**config.mk**
```make
export PLATFORM = sky130hd
export DESIGN_NAME = axi4_lite_arb2
export DESIGN_NICKNAME = d
export VERILOG_FILES = /design/src/rtl/axi4_lite_arb2.sv
export SDC_FILE = /design/constraint.sdc
export NUM_CORES = 1
export LEC_CHECK = 0
export ABC_AREA = 1
export CAP_MARGIN = 20
export CORE_AREA = 4 4 177 179
export CTS_BUF_LIST = sky130_fd_sc_hd__clkbuf_4
export CTS_CLUSTER_DIAMETER = 40
export DETAILED_ROUTE_END_ITERATION = 10
export DIE_AREA = 0 0 181 183
export GPL_TIMING_DRIVEN = 0
export PLACE_DENSITY = 0.37
export SLEW_MARGIN = 20
export SYNTH_ARGS = -nofsm -noshare
export SYNTH_HDL_FRONTEND = slang
export SYNTH_SLANG_ARGS = --single-unit
```
**constraint.sdc**
```tcl
create_clock -name clk -period 2 [get_ports clk]
set_input_delay 0.4 -clock clk [delete_from_list [all_inputs] [get_ports clk]]
set_output_delay 0.4 -clock clk [all_outputs]
set_load 0.01 [all_outputs]
```
**src/rtl/axi4_lite_arb2.sv**
```systemverilog
// Two-requester AXI4-Lite arbiter: independent write/read grant FSMs sharing one downstream slave.
// Define AXI4_LITE_ARB_FIXED_PRIO_EN for fixed priority (requester 0 wins ties); default round-robin.
module axi4_lite_arb2 #(
  parameter int unsigned ADDR_BIT_WIDTH = 32,
  parameter int unsigned DATA_BIT_WIDTH = 32
) (
  input  logic                          clk,
  input  logic                          sync_rst,
  // Upstream requester 0
  input  logic [ADDR_BIT_WIDTH-1:0]     mst0_awaddr_i,
  input  logic [2:0]                    mst0_awprot_i,
  input  logic                          mst0_awvalid_i,
  output logic                          mst0_awready_o,
  input  logic [DATA_BIT_WIDTH-1:0]     mst0_wdata_i,
  input  logic [DATA_BIT_WIDTH/8-1:0]   mst0_wstrb_i,
  input  logic                          mst0_wvalid_i,
  output logic                          mst0_wready_o,
  output logic [1:0]                    mst0_bresp_o,
  output logic                          mst0_bvalid_o,
  input  logic                          mst0_bready_i,
  input  logic [ADDR_BIT_WIDTH-1:0]     mst0_araddr_i,
  input  logic [2:0]                    mst0_arprot_i,
  input  logic                          mst0_arvalid_i,
  output logic                          mst0_arready_o,
  output logic [DATA_BIT_WIDTH-1:0]     mst0_rdata_o,
  output logic [1:0]                    mst0_rresp_o,
  output logic                          mst0_rvalid_o,
  input  logic                          mst0_rready_i,
  // Upstream requester 1
  input  logic [ADDR_BIT_WIDTH-1:0]     mst1_awaddr_i,
  input  logic [2:0]                    mst1_awprot_i,
  input  logic                          mst1_awvalid_i,
  output logic                          mst1_awready_o,
  input  logic [DATA_BIT_WIDTH-1:0]     mst1_wdata_i,
  input  logic [DATA_BIT_WIDTH/8-1:0]   mst1_wstrb_i,
  input  logic                          mst1_wvalid_i,
  output logic                          mst1_wready_o,
  output logic [1:0]                    mst1_bresp_o,
  output logic                          mst1_bvalid_o,
  input  logic                          mst1_bready_i,
  input  logic [ADDR_BIT_WIDTH-1:0]     mst1_araddr_i,
  input  logic [2:0]                    mst1_arprot_i,
  input  logic                          mst1_arvalid_i,
  output logic                          mst1_arready_o,
  output logic [DATA_BIT_WIDTH-1:0]     mst1_rdata_o,
  output logic [1:0]                    mst1_rresp_o,
  output logic                          mst1_rvalid_o,
  input  logic                          mst1_rready_i,
  // Downstream shared slave
  output logic [ADDR_BIT_WIDTH-1:0]     slv_awaddr_o,
  output logic [2:0]                    slv_awprot_o,
  output logic                          slv_awvalid_o,
  input  logic                          slv_awready_i,
  output logic [DATA_BIT_WIDTH-1:0]     slv_wdata_o,
  output logic [DATA_BIT_WIDTH/8-1:0]   slv_wstrb_o,
  output logic                          slv_wvalid_o,
  input  logic                          slv_wready_i,
  input  logic [1:0]                    slv_bresp_i,
  input  logic                          slv_bvalid_i,
  output logic                          slv_bready_o,
  output logic [ADDR_BIT_WIDTH-1:0]     slv_araddr_o,
  output logic [2:0]                    slv_arprot_o,
  output logic                          slv_arvalid_o,
  input  logic                          slv_arready_i,
  input  logic [DATA_BIT_WIDTH-1:0]     slv_rdata_i,
  input  logic [1:0]                    slv_rresp_i,
  input  logic                          slv_rvalid_i,
  output logic                          slv_rready_o
);

  typedef enum logic [1:0] {StIdle, StGnt0, StGnt1} arb_state_e;

  arb_state_e wr_state_q, wr_state_d;
  arb_state_e rd_state_q, rd_state_d;

  logic wr_done, rd_done;
  logic prio_wr, prio_rd;

  // A grant ends on the downstream response handshake, as seen through the routed ready.
  assign wr_done = slv_bvalid_i & slv_bready_o;
  assign rd_done = slv_rvalid_i & slv_rready_o;

`ifdef AXI4_LITE_ARB_FIXED_PRIO_EN
  assign prio_wr = 1'b0;
  assign prio_rd = 1'b0;
`else
  logic prio_wr_q, prio_wr_d;
  logic prio_rd_q, prio_rd_d;

  assign prio_wr = prio_wr_q;
  assign prio_rd = prio_rd_q;

  // Completing requester hands preference to the other one.
  always_comb begin
    prio_wr_d = prio_wr_q;
    prio_rd_d = prio_rd_q;
    if (wr_done && (wr_state_q == StGnt0)) prio_wr_d = 1'b1;
    if (wr_done && (wr_state_q == StGnt1)) prio_wr_d = 1'b0;
    if (rd_done && (rd_state_q == StGnt0)) prio_rd_d = 1'b1;
    if (rd_done && (rd_state_q == StGnt1)) prio_rd_d = 1'b0;
  end

  always_ff @(posedge clk) begin
    if (sync_rst) begin
      prio_wr_q <= 1'b0;
      prio_rd_q <= 1'b0;
    end else begin
      prio_wr_q <= prio_wr_d;
      prio_rd_q <= prio_rd_d;
    end
  end
`endif

  always_ff @(posedge clk) begin
    if (sync_rst) begin
      wr_state_q <= StIdle;
      rd_state_q <= StIdle;
    end else begin
      wr_state_q <= wr_state_d;
      rd_state_q <= rd_state_d;
    end
  end

  // Write next state: only awvalid requests; wvalid alone is ignored.
  always_comb begin
    wr_state_d = wr_state_q;
    unique case (wr_state_q)
      StIdle: begin
        if (mst0_awvalid_i && mst1_awvalid_i) begin
          wr_state_d = prio_wr ? StGnt1 : StGnt0;
        end else if (mst0_awvalid_i) begin
          wr_state_d = StGnt0;
        end else if (mst1_awvalid_i) begin
          wr_state_d = StGnt1;
        end
      end
      StGnt0, StGnt1: begin
        if (wr_done) wr_state_d = StIdle;
      end
      default: wr_state_d = StIdle;
    endcase
  end

  always_comb begin
    rd_state_d = rd_state_q;
    unique case (rd_state_q)
      StIdle: begin
        if (mst0_arvalid_i && mst1_arvalid_i) begin
          rd_state_d = prio_rd ? StGnt1 : StGnt0;
        end else if (mst0_arvalid_i) begin
          rd_state_d = StGnt0;
        end else if (mst1_arvalid_i) begin
          rd_state_d = StGnt1;
        end
      end
      StGnt0, StGnt1: begin
        if (rd_done) rd_state_d = StIdle;
      end
      default: rd_state_d = StIdle;
    endcase
  end

  // Write routing: everything zero unless a requester holds the write grant.
  always_comb begin
    slv_awaddr_o   = '0;
    slv_awprot_o   = '0;
    slv_awvalid_o  = 1'b0;
    slv_wdata_o    = '0;
    slv_wstrb_o    = '0;
    slv_wvalid_o   = 1'b0;
    slv_bready_o   = 1'b0;
    mst0_awready_o = 1'b0;
    mst0_wready_o  = 1'b0;
    mst0_bresp_o   = '0;
    mst0_bvalid_o  = 1'b0;
    mst1_awready_o = 1'b0;
    mst1_wready_o  = 1'b0;
    mst1_bresp_o   = '0;
    mst1_bvalid_o  = 1'b0;
    unique case (wr_state_q)
      StGnt0: begin
        slv_awaddr_o   = mst0_awaddr_i;
        slv_awprot_o   = mst0_awprot_i;
        slv_awvalid_o  = mst0_awvalid_i;
        slv_wdata_o    = mst0_wdata_i;
        slv_wstrb_o    = mst0_wstrb_i;
        slv_wvalid_o   = mst0_wvalid_i;
        slv_bready_o   = mst0_bready_i;
        mst0_awready_o = slv_awready_i;
        mst0_wready_o  = slv_wready_i;
        mst0_bresp_o   = slv_bresp_i;
        mst0_bvalid_o  = slv_bvalid_i;
      end
      StGnt1: begin
        slv_awaddr_o   = mst1_awaddr_i;
        slv_awprot_o   = mst1_awprot_i;
        slv_awvalid_o  = mst1_awvalid_i;
        slv_wdata_o    = mst1_wdata_i;
        slv_wstrb_o    = mst1_wstrb_i;
        slv_wvalid_o   = mst1_wvalid_i;
        slv_bready_o   = mst1_bready_i;
        mst1_awready_o = slv_awready_i;
        mst1_wready_o  = slv_wready_i;
        mst1_bresp_o   = slv_bresp_i;
        mst1_bvalid_o  = slv_bvalid_i;
      end
      default: ;
    endcase
  end

  always_comb begin
    slv_araddr_o   = '0;
    slv_arprot_o   = '0;
    slv_arvalid_o  = 1'b0;
    slv_rready_o   = 1'b0;
    mst0_arready_o = 1'b0;
    mst0_rdata_o   = '0;
    mst0_rresp_o   = '0;
    mst0_rvalid_o  = 1'b0;
    mst1_arready_o = 1'b0;
    mst1_rdata_o   = '0;
    mst1_rresp_o   = '0;
    mst1_rvalid_o  = 1'b0;
    unique case (rd_state_q)
      StGnt0: begin
        slv_araddr_o   = mst0_araddr_i;
        slv_arprot_o   = mst0_arprot_i;
        slv_arvalid_o  = mst0_arvalid_i;
        slv_rready_o   = mst0_rready_i;
        mst0_arready_o = slv_arready_i;
        mst0_rdata_o   = slv_rdata_i;
        mst0_rresp_o   = slv_rresp_i;
        mst0_rvalid_o  = slv_rvalid_i;
      end
      StGnt1: begin
        slv_araddr_o   = mst1_araddr_i;
        slv_arprot_o   = mst1_arprot_i;
        slv_arvalid_o  = mst1_arvalid_i;
        slv_rready_o   = mst1_rready_i;
        mst1_arready_o = slv_arready_i;
        mst1_rdata_o   = slv_rdata_i;
        mst1_rresp_o   = slv_rresp_i;
        mst1_rvalid_o  = slv_rvalid_i;
      end
      default: ;
    endcase
  end

endmodule
```
Run 1, routing congestion:
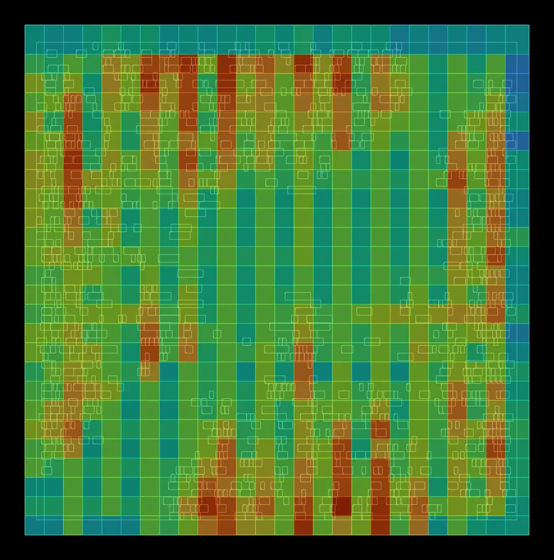
Core Util, Final: 27.8%
Tot GR Track Use: 13.1%
met3 usage: 2.96%
met1 usage: 14.1%
gr busiest metal: met2

Run 1, cell density map:
18 x 18 tiles, from white (low) to dark blue (high), 0 to 100% covered.
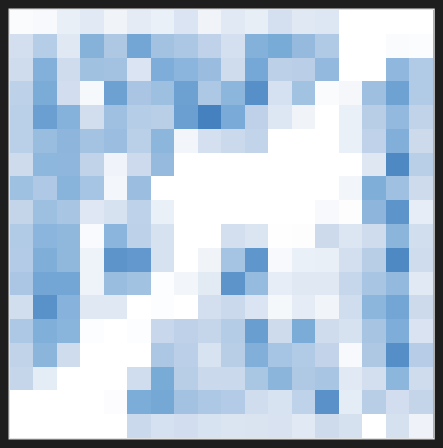
fullest tile: 67%
mean over tiles: 23%
nearly empty tiles: 20%
emptiest ninth of the die: center
Initial Util: 9.00%
core area: 29600 um2

==> changes_impl.md, run 1 <==
## Implementation

- Max Fclk: 498 MHz
- Pins over their slew limit: 0
- OpenROAD warning count: 32
- Yosys warns: 0
- Endpoints failing setup: 3
- CP Max Fanout: 12
- Tightest Pin Transition: 0.214 ns
- CP arrival: 1.61 ns
- Cycle use final: 100%
- Routed wire per std cell: 16.5 um
- Root buf cell: clkbuf_4
- Finished Cell Area: 8220 um2
- Cell total in the yosys stat output: 609
- Critical path class: reg -> out
- Power per Cell Area: 971 nW/um2
- Cell Type Count: 15
- Avg Inst Size Synth: 4.37 um2
- Worst path cell trace: inv_4 > buf_12 > ha_4 > inv_8 > buf_12 > a21oi_1 > buf_2
- Top area cell types: nand2_1 46%, a21oi_1 21%, inv_1 13%
- Min-Delay Path Class: reg -> reg
- Share of layout cells above drive strength 1: 24.2%
- TritonCTS clock tree: done
- Vias per cell: 3.67
- Startpoint types: flip-flop
- Largest net degree at the start of global routing: 11
- #FFs+latches synth: 6
- Insertion Delay late pin: 0.24 ns
- Crit path max-delay family: buffers and inverters
- Synthesized area: 2660 um2
- I/O Pins: 458
- Post-DP HPWL: 20.4 mm
- Status: complete, but fails checks
- Initial antenna violation count: 1
- Post-route ant nets: 0
- Hold-fix buffers, CTS: 0
- Inst Count DP: 1456
- Total die size: 33100 um2
- WP buf/inv: 5
- Critical Path Sink Type: output port
- CTS buffer count: 3
- First-pass GRT wire length: 33.7 mm
- Pre-antenna DRT Iters: 4
- Leading area contributor after synthesis: nand2_1
- Max VDD drop: 0.471 mV
- Worst Slack Setup Final: -0.00936 ns
- Clock Path Buffers: 2
- Nets: 1366
- Slew headroom: 85.7%
- Max cap viols: 0
- Share of the synthesized area in the top cell type: 46.1%
- Clock skew: 0.000202 ns
- Total gr overflow: 0
- Leakage: 4.20 nW
- Die X: 181 um
- RSZ-0062 raised after global routing: yes
- Clk sink count: 6
- Crit path top cell by count: buf_12
- Worst-path clk slew: 0.05 ns
- Initial DRC count: 142
- Non-filler cells, final: 1484
- Slowest CP cell: dfxtp_4
- Violated checks: setup timing
- # DRC: 0
- Die Span Y: 183 um
- Max incr delay on CP: 0.37 ns
- Post-synth seq share: 4.51%
- Placer Congestion: 0.792
- Top cell excl fill/tap: nand2_1
- Vias in the first global route: 5448
- Syn Inst Count: 609
- Syn_nets: 880
- Number of H-tree levels: 1
- IO buf count: 457
- Most instantiated logic cells after routing: 318 x nand2_1, 264 x clkdlybuf4s50_1, 104 x buf_2, 90 x inv_1, 70 x a21oi_1
- Area Growth Syn to Fin: 209%
- Min Tclk post-route: 2.01 ns
- Area after DPL: 7720 um2
- YS chip area: 2660 um2
- Worst endpoint required time: 1.60 ns
- Hold Violations, Final: 0
- Rows: 63
Run 1, M1 wires:
Supply wires on this layer in gray.
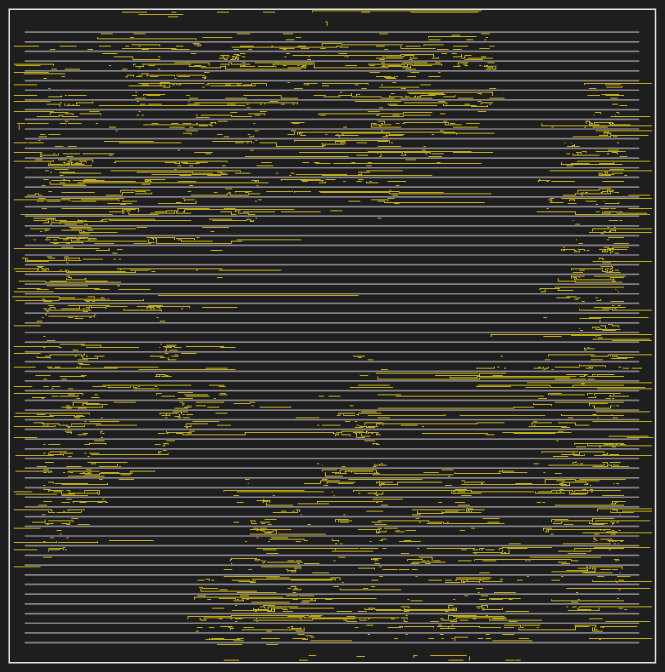
wire length on this layer: 9130 um
longest straight run: 56.1 um
main direction: horizontal
share of all routed wire: 37%
nets with wire on the layer: 1206
final wirelength: 24.5 mm
via count: 5441

run 1: sequential cells by signal, summed over array words and instances (netlist names):
name	count
rd_state_q	2
prio_wr	1
wr_state_q	2
prio_rd	1
run 1: final timing paths:
path	from	endpoint	slack [ns]	cells past startpoint
worst max-delay path	wr_state_q[0]	slv_wstrb_o[2]	-0.009	7
worst min register to register	prio_rd	prio_rd	0.46	2
worst min-delay path	prio_rd	prio_rd	0.46	2
worst max register to register	wr_state_q[1]	wr_state_q[0]	0.60	12
run 1: stage by stage:
stage               setup TNS (ns)  worst slack, ns  hold slack, ns  power, mW
detailed placement          -48.38           -0.632           0.447       6.28
global placement            -49.94           -0.641           0.445       6.36
finish                     -0.0147         -0.00936           0.458       7.99
CTS                         -0.456           -0.101           0.454       7.33
global route                 -2.93          -0.0878           0.479       8.66
floorplan                        0            0.383           0.423       2.94
run 1: routing by layer:
| metal | part of all wire (%) | track usage (%) | wire [um] |
|---|---|---|---|
| met5 | 0 | 0 | 0 |
| met4 | 0.67 | 1.41 | 164 |
| met3 | 7.6 | 2.96 | 1850 |
| met2 | 54 | 26.6 | 13300 |
| met1 | 37 | 14.1 | 9130 |
run 1: worst min-delay path, delay by kind of cell (launching register included):
kind | cells | cell delay (ns)
AND-OR/OR-AND | 1 | 0.05
buffers and inverters | 1 | 0.05
flip-flops | 1 | 0.31
run 1: cells by family after synthesis:
| family | share of synthesized area (%) |
|---|---|
| AND/OR/NAND/NOR | 48.6 |
| buffers and inverters | 22.4 |
| AND-OR/OR-AND | 21.6 |
| adder cells (fa/ha/maj) | 2.82 |
| flip-flops | 4.51 |
run 1: Yosys cell counts:
cell / instances
buf_4: 9
dfxtp_1: 6
buf_6: 1
buf_2: 24
nand3_1: 2
o21ai_0: 2
buf_1: 2
clkbuf_1: 8
inv_1: 94
ha_1: 6
a21oi_1: 113
nor2_1: 10
inv_2: 2
nand2_2: 3
nand2_1: 327
run 1: cell type report:
type                            instances  area [um2]
Tap cell                              390         488
Buffer                                 41         627
Antenna cell                            1        2.50
Clock buffer                            3        22.5
Fill cell                            3449       21300
Multi-Input combinational cell        463        2240
Inverter                               96         380
Timing Repair Buffer                  484        4330
Sequential cell                         6         135
run 1: timing repair:
| action | 4_1_cts | 5_1_grt |
|---|---|---|
| resized | 687 | 102 |
| setup endpoints to repair | 193 | 113 |
| gates cloned | 4 | 6 |
| pin swaps | 5 | 10 |
| buffers inserted | 14 | 3 |
run 1: power breakdown:
part	switching (mW)	internal, mW
registers	0.0533	0.175
logic	3.96	3.69
clock network	0.0442	0.0679
total	4.06	3.93
Run 1, cells colored by class:
The bar under the picture is 50 um long. Fill, decap, tap and diode cells in gray.
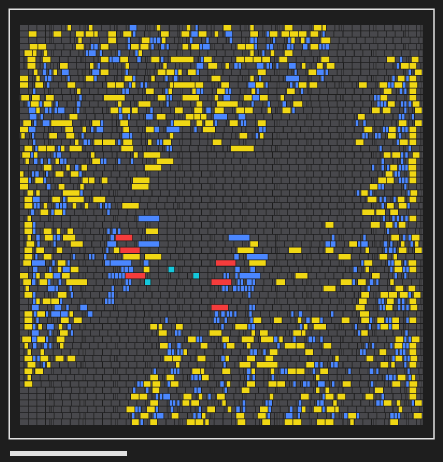

==> inputs of run 2 (changes only) <==
--- a/config.mk
+++ b/config.mk
@@ -14,6 +14,7 @@
 export DIE_AREA = 0 0 181 183
 export GPL_TIMING_DRIVEN = 0
 export PLACE_DENSITY = 0.37
+export SKIP_CTS_REPAIR_TIMING = 1
 export SLEW_MARGIN = 20
 export SYNTH_ARGS = -nofsm -noshare
 export SYNTH_HDL_FRONTEND = slang
Run 2, cells colored by class:
The bar under the picture is 50 um long. Fill, decap, tap and diode cells in gray.
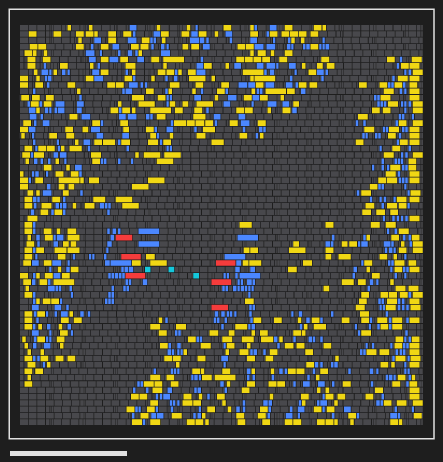
[yellow] other buffers and delay cells | cells: 529
[red] flip-flops | cells: 6
[cyan] cells driving clock nets | cells: 3
[blue] all other logic | cells: 559

Run 2, cell density map:
18 x 18 tiles, from white (low) to dark blue (high), 0 to 100% covered.
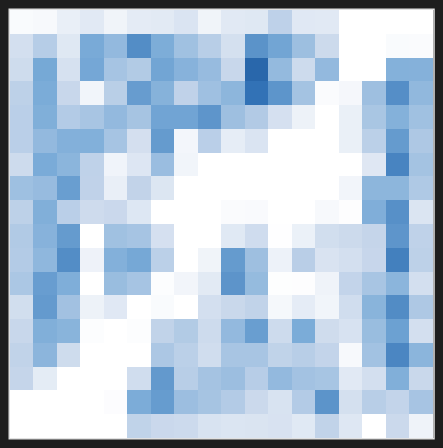
fullest tile: 78%
tiles over 75% full: 0.30%
mean over tiles: 25%
Core Util, Final: 29.6%

==> run 2 against run 1 <==
The run still ends with setup timing left. Critical path depth rose by 2. Combinational power rose by 0.5%. Clock skew barely moved. Highest routed layer is now met5. Count of clock-buffer cells in the layout did not move.
==> changes_impl.md, run 2 <==
## Implementation

- Power per Cell Area: 917 nW/um2
- R2r setup slk: 0.57 ns
- Placer Congestion: 0.792
- Die X: 181 um
- Hold Path End: prio_rd
- Clock Path Buffers: 2
- Reg2reg end: rd_state_q[0]
- Cell total in the yosys stat output: 609
- Insertion Delay late pin: 0.24 ns
- YS chip area: 2660 um2
- Total die size: 33100 um2
- Inst Count DP: 1456
- Sequential power share: 2.8%
- Critical Path Sink Type: output port
- Leading area contributor after synthesis: nand2_1
- Initial DRC count: 114
- Post-DP HPWL: 20.4 mm
- Top area cell types: nand2_1 46%, a21oi_1 21%, inv_1 13%
- P_sw: 4.12 mW
- Vias per cell: 3.69
- Commonest cells in the netlist: 327 x nand2_1, 113 x a21oi_1, 94 x inv_1
- Routed wire per std cell: 16.6 um
- Via count: 5488
- Yosys warns: 0
- TritonCTS clock tree: done
- Status: complete, but fails checks
- Most instantiated logic cells after routing: 293 x nand2_1, 264 x clkdlybuf4s50_1, 90 x inv_1, 83 x buf_2, 82 x dlymetal6s2s_1
- Syn_nets: 880
- Clk sink count: 6
- Worst endpoint required time: 1.60 ns
- Total gr overflow: 0
- First-pass GRT wire length: 32.8 mm
- Vias in the first global route: 5331
- Initial antenna violation count: 2
- WHS Path Cells: 2
- Endpoints failing setup: 1
- Hold path startpoint: prio_rd
- Internal power: 3.90 mW
- Min Tclk post-route: 2.02 ns
- Leakage: 5.45 nW
- Post-synth seq share: 4.51%
- Share of layout cells above drive strength 1: 27.3%
- Worst-path clk slew: 0.05 ns
- RSZ-0062 raised after global routing: yes
- Clock share of power: 1.4%
- Die Span Y: 183 um
- Violated checks: setup timing
- Pre-antenna DRT Iters: 4
- Setup TNS Final: -0.0223 ns
- Net Sw Frac: 51.4%
- Largest regs: rd_state_q (2), wr_state_q (2)
- Root buf cell: clkbuf_4
- Initial Util: 9.00%
- Async set or reset register ratio after synthesis: 0%
- Largest net degree at the start of global routing: 11
- Critical R2R Launch: rd_state_q[1]
- Max VDD drop: 0.582 mV
- Cells on worst reg2reg path: 12
- Min-Delay Path Class: reg -> reg
- Pins over their slew limit: 0
- Tightest Pin Transition: 0.267 ns
- CP Max Fanout: 5
- Area Growth Syn to Fin: 229%
- Syn Inst Count: 609
- Nets: 1370
- Slew headroom: 82.2%
- Rows: 63
- CTS buffer count: 3
- Critical path class: reg -> out
- Number of H-tree levels: 1
- Hold Violations, Final: 0
- Avg Inst Size Synth: 4.37 um2
- Non-filler cells, final: 1488
- Cell Type Count: 15
- I/O Pins: 458
- Commonest flop: dfxtp_1
- Share of the synthesized area in the top cell type: 46.1%
- Top cell excl fill/tap: nand2_1
- Final wirelength: 24.6 mm
- Post-route ant nets: 0
- Tot GR Track Use: 12.7%
- Max cap viols: 0
- Max Fclk: 494 MHz
- #FFs+latches synth: 6
- Synthesized area: 2660 um2
- Number of enable flip-flop cells: 0
- OpenROAD warning count: 31
- DP Worst Slack: -0.632 ns
- Core area: 29600 um2
- # DRC: 0
- Comb pwr share: 95.8%
- IO buf count: 457
- CP arrival: 1.62 ns
- Startpoint types: flip-flop
- Worst Slack Setup Final: -0.0223 ns
- Cycle use final: 101%
- Count leader, synth: nand2_1
- Clock skew: 0.000147 ns
Run 2, signal wires on met4:
The bar under the picture is 50 um long. Supply wires on this layer in gray. Cells faint in the background.
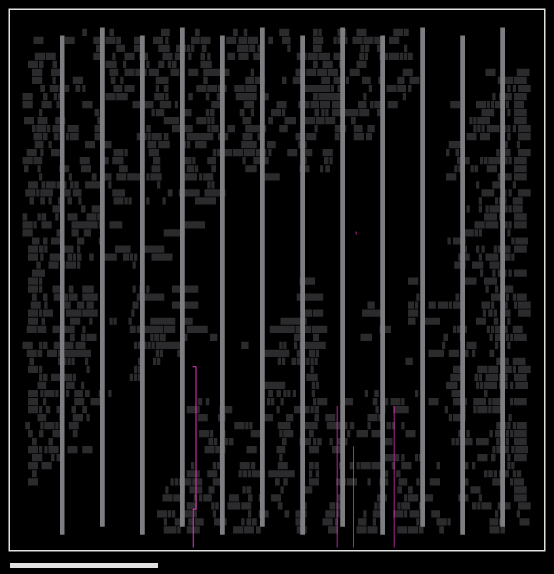
share of all routed wire: 0.78%
longest straight run: 48.3 um
main direction: vertical

-- run 2: cell type report --
class | count | area, um2
fillers | 3372 | 20800
repair buffers | 485 | 4690
multi-input cells | 463 | 2440
plain buffers | 44 | 599
well taps | 390 | 488
inverters | 96 | 375
flip-flops and latches | 6 | 135
clock buffers | 3 | 22.5
diodes | 1 | 2.50
-- run 2: stage by stage --
step	power (mW)	hold WS, ns	area (um2)	utilization [%]
6_report	8.02	0.455	8750	29.6
5_1_grt	8.71	0.479	8750	29.6
4_1_cts	6.43	0.454	7750	26.2
3_5_place_dp	6.28	0.447	7720	26.1
3_3_place_gp	6.36	0.445	7720	26.1
2_1_floorplan	2.94	0.423	2660	-
-- run 2: routing by layer --
metal / share of wire, % / GRT usage (%)
met1: 37 / 13.3
met2: 55 / 25.7
met3: 7.0 / 3.51
met4: 0.78 / 1.53
met5: 0.028 / 0
-- run 2: worst max path at each step --
stage                            end  cells after the start     startpoint  slack, ns
detailed placement    slv_wstrb_o[1]                      6  wr_state_q[0]      -0.63
CTS                   slv_wstrb_o[1]                      6  wr_state_q[0]      -0.90
finish                slv_wdata_o[6]                      9  wr_state_q[1]      -0.02
floorplan           slv_awaddr_o[21]                      5  wr_state_q[0]       0.38
global placement      slv_wstrb_o[1]                      6  wr_state_q[0]      -0.64
global route          slv_wdata_o[6]                      9  wr_state_q[1]       -0.1
-- run 2: power by group through the flow --
stage / logic [mW] / clock network (mW) / registers (mW)
2_1_floorplan: 2.77 / 0 / 0.174
3_3_place_gp: 6.18 / 0 / 0.179
3_5_place_dp: 6.11 / 0 / 0.179
4_1_cts: 6.14 / 0.118 / 0.176
5_1_grt: 8.35 / 0.125 / 0.232
6_report: 7.69 / 0.112 / 0.226
-- run 2: logic make-up (layout without fill, tap and decap cells) --
kind of cell / count (synthesis) / in the layout / share of synthesized area [%]
compound gates: 115 / 115 / 21.6
fa+ha+maj: 6 / 6 / 2.82
buf+inv: 140 / 628 / 22.4
flops: 6 / 6 / 4.51
other cells: 0 / 1 / 0
simple gates: 342 / 342 / 48.6
-- run 2: critical path, cell delays in order, from the launching register on --
cell	delay, ns
dfxtp_4	0.35
inv_4	0.07
ha_4	0.12
buf_6	0.12
buf_12	0.14
buf_12	0.10
clkbuf_16	0.15
nand2_4	0.04
a21oi_2	0.12
buf_2	0.15
No activity file was given, so power comes from the tool's default toggle rates.
